**src/rtl/serial_add_ctrl.sv**
```systemverilog
// serial_add_ctrl: sequences one full-adder cell bit-serially over two W-bit operands plus carry-in,
// with valid/ready request and result ports.
module serial_add_ctrl #(
    parameter int W = 8
) (
    input  logic         clk,
    input  logic         rst_n,
    input  logic         start_valid,
    output logic         start_ready,
    input  logic [W-1:0] op_a,
    input  logic [W-1:0] op_b,
    input  logic         cin,
    input  logic         abort,
    output logic         busy,
    output logic         res_valid,
    input  logic         res_ready,
    output logic [W-1:0] sum,
    output logic         cout
);
    localparam int CW = $clog2(W + 1);

    typedef enum logic [1:0] {IDLE, RUN, DONE} state_t;

    state_t        state, state_nx;
    logic [CW-1:0] count;
    logic [W-1:0]  a_sr, b_sr, sum_sr, sum_q, sum_nx;
    logic          carry, cout_q, s, c_nx, last;

    always_comb begin
        s        = a_sr[0] ^ b_sr[0] ^ carry;
        c_nx     = (a_sr[0] & b_sr[0]) | (a_sr[0] & carry) | (b_sr[0] & carry);
        sum_nx   = (sum_sr >> 1) | (W'(s) << (W - 1));
        last     = count == CW'(W - 1);
        state_nx = state;
        case (state)
            IDLE:    state_nx = start_valid ? RUN : IDLE;
            RUN:     state_nx = abort ? IDLE : (last ? DONE : RUN);
            DONE:    state_nx = (abort || res_ready) ? IDLE : DONE;
            default: state_nx = IDLE;
        endcase
    end

    always_ff @(posedge clk or negedge rst_n) begin
        if (!rst_n) begin
            state  <= IDLE;
            count  <= '0;
            carry  <= 1'b0;
            a_sr   <= '0;
            b_sr   <= '0;
            sum_sr <= '0;
            sum_q  <= '0;
            cout_q <= 1'b0;
        end else begin
            state <= state_nx;
            if (state == IDLE && start_valid) begin
                a_sr  <= op_a;
                b_sr  <= op_b;
                carry <= cin;
                count <= '0;
            end else if (state != IDLE && abort) begin
                carry  <= 1'b0;
                count  <= '0;
                sum_sr <= '0;
                sum_q  <= '0;
                cout_q <= 1'b0;
            end else if (state == RUN) begin
                a_sr   <= a_sr >> 1;
                b_sr   <= b_sr >> 1;
                sum_sr <= sum_nx;
                carry  <= c_nx;
                count  <= count + CW'(1);
                // the published result only changes on the final bit, so it never shows partial sums
                if (last) begin
                    sum_q  <= sum_nx;
                    cout_q <= c_nx;
                end
            end
        end
    end

    assign start_ready = state == IDLE;
    assign busy        = state != IDLE;
    assign res_valid   = state == DONE;
    assign sum         = sum_q;
    assign cout        = cout_q;
endmodule

```
**config.mk**
```make
export PLATFORM = sky130hd
export DESIGN_NAME = serial_add_ctrl
export DESIGN_NICKNAME = d
export VERILOG_FILES = /design/src/rtl/serial_add_ctrl.sv
export SDC_FILE = /design/constraint.sdc
export NUM_CORES = 1
export LEC_CHECK = 0
export ABC_AREA = 1
export CAP_MARGIN = 5
export CORE_MARGIN = 4
export CORE_UTILIZATION = 51
export DETAILED_ROUTE_END_ITERATION = 6
export PLACE_DENSITY = 0.78
export SLEW_MARGIN = 25
export SYNTH_ARGS = -nofsm -noshare
export SYNTH_HDL_FRONTEND = slang
export SYNTH_SLANG_ARGS = --single-unit
```
**constraint.sdc**
```tcl
create_clock -name clk -period 1.4 [get_ports clk]
set_input_delay 0.35 -clock clk [delete_from_list [all_inputs] [get_ports clk]]
set_output_delay 0.35 -clock clk [all_outputs]
set_load 0.05 [all_outputs]
```
==> images/gates.png <==
Scale bar: 20 um.
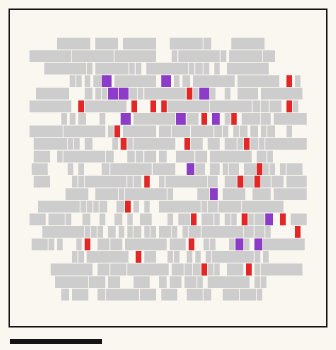
[red] inv cells | cells: 27 | most used: inv_1
[purple] aoi and oai cells | cells: 13 | most used: o22ai_1
Non-Filler Instances: 338
Comb/total area: 28.71%
most numerous logic cell after layout: nand2_1

==> images/congestion_map.png <==
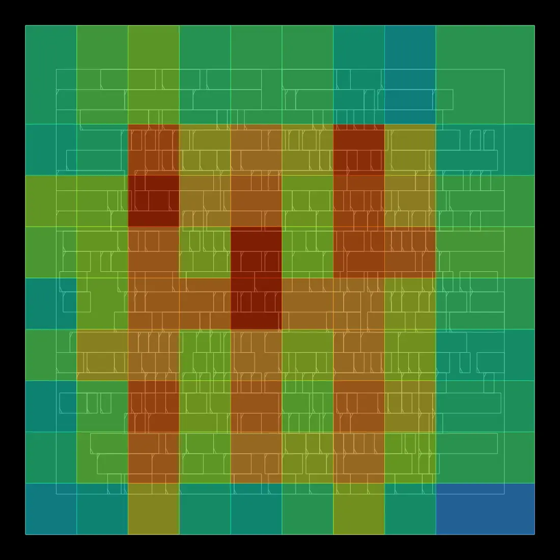
global routing usage on met1: 30.14%
post-layout util: 76.74%
Overall Global Routing Usage: 21.22%

==> images/ff_map.png <==
Scale bar: 20 um. Other sequential cells in the stronger grey, the rest of the logic in the fainter grey.
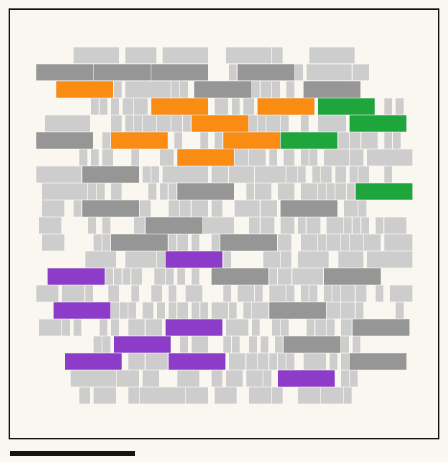
[purple] `b_sr` | sequential cells: 8
[green] `count` | sequential cells: 4
[orange] `sum_sr` | sequential cells: 7 | where: top centre
not coloured: 20
P_seq: 0.00154 W
Sequential Area: 975.9 um2
Seq area share: 36.95%

==> qor.yml <==
yosys:
  ys_sh_simple_pct: 33.76
  syn_avg_cell_area_um2: 7.933
  topCellsByArea: "dfrtp_1 (52%), nand2_1 (16%), nand3_1 (8.6%), inv_1 (5.2%), nor2_1 (3.8%)"
  ys_chip_area_um2: 1864
  top_logic_kind: "simple AND/OR/NAND/NOR gates"
  yosysMostFrequentCell: "nand2_1"
  ys_cells: 235
  syn_area_um2: 1864
  ys.flops: 39
  ys_async_sr_fraction_pct: 100.0
  seq_area_frac_synth_pct: 52.35
  ys.flop_type: "dfrtp_1"
  fp_nets: 259
  synth_cells: 235
  synth-edff-count: 0
  synth_cell_type_count: 18
  ys_sh_mux_pct: 0
  ys_sh_xor_pct: 0
  synth.top_cell.area_share_pct: 52.35
  fa_ha_area_share_pct: 1.745
timing:
  finalMaxSlewViolations: 0
  period_needed_ns: 1.514
  worst_pin_slew_ns: 0.3811
  hold_violations: 0
  setup_viol: 3
  hold-worst-slack_ns: 0.01556
  fmax_ghz: 0.6604
  fin_crit_sh_pct: 108.2
  fin_tns_setup_ns: -0.3211
  setup_ws_ns: -0.1141
  relSlewSlack_pct: 74.57
cts:
  cts_hold_buf: 0
  post_cts_resized: 5
  clockRootBuffer: "clkbuf_8"
  clockBufferDepth: 2
  htree_num_levels: 2
  clock_latency_ns: 0.29
  clk_pin_slew_ns: 0.08
drt:
  ant_nets: 0
  routed.top_layer: "met4"
  met3_length_um: 161
  vias_per_cell: 5.024
  drcViolationCount: 0
  wirelength_um: 4183
  met1_length_um: 2008
  first_iter_violations: 145
cells_and_area:
  nonClkBufAreaFrac_pct: 24.54
  buffers: 57
  fin_area_um2: 2641
  clkbuf_count: 8
  drive_gt1_share_pct: 19.18
  num_antenna_cells: 0
  clkCellAreaFrac_pct: 3.790
  num-multi-input-gates: 161
  layout.nets: 315
  mostFrequentLayoutCells: "nand2_1 (79), dfrtp_1 (39), nand3_1 (32), inv_1 (24), buf_4 (21)"
  largest_cell_class: "sequential cells"
  inverters: 27
critical_path:
  start_kind: "flop"
  cp-end-kind: "primary output"
  regToRegEndpoint: "a_sr[6]"
  slowest_stage: "dfrtp_1"
  r2r_start: "state[0]"
  worst-setup-path-type: "reg2out"
  cp_top_family: "flip-flops"
  required_ns: 1.05
  critical_path.startpoint: "state[0]"
  crit_path_max_incr_delay_ns: 0.39
  reg2reg_depth: 5
  crit_buf_inv: 2
place:
  routabilityCongestion: 0.8344
  pre_cts_slack_ns: -0.2403
  port_buffers: 33
  placed_area_um2: 2489
  dp.cells: 327
  dp_hpwl_um: 2992
power_and_ir_drop:
  clk-power_w: 0.000837
  cellLeakagePower_nw: 1.364
  clkPwrFrac_pct: 22.5
  seq_power_share_pct: 41.4
  sw_frac_of_total_pct: 34.35
  maxPowerGroup: "registers"
  power_density_nw_per_um2: 1409
  powerComb_w: 0.00135
  p_comb_share_pct: 36.2
  p_switching_w: 0.001279
floorplanning:
  taps: 46
  fp_util_pct: 54.16
  chipArea_um2: 4687
  dieWidth_um: 68.46
  rows: 21
  core-area_um2: 3442
  pin_count: 34
  die_h_um: 68.46
grt:
  antenna_found_initial: 0
  use_met3_pct: 4.598
  grt_max_degree: 40
  grt_pass1_wl_um: 7376
  grt_pass1_vias: 1651
  overflow: 0
  grtUsageMet2_pct: 31.70
job:
  max-cap-violations: 0
  warning_count: 28
status:
  status: "finished with violations"
  violations: "setup timing"
worst_hold_path:
  hp-class: "in2async"
Power figures rest on the tool's default switching activity, not on a simulated workload.
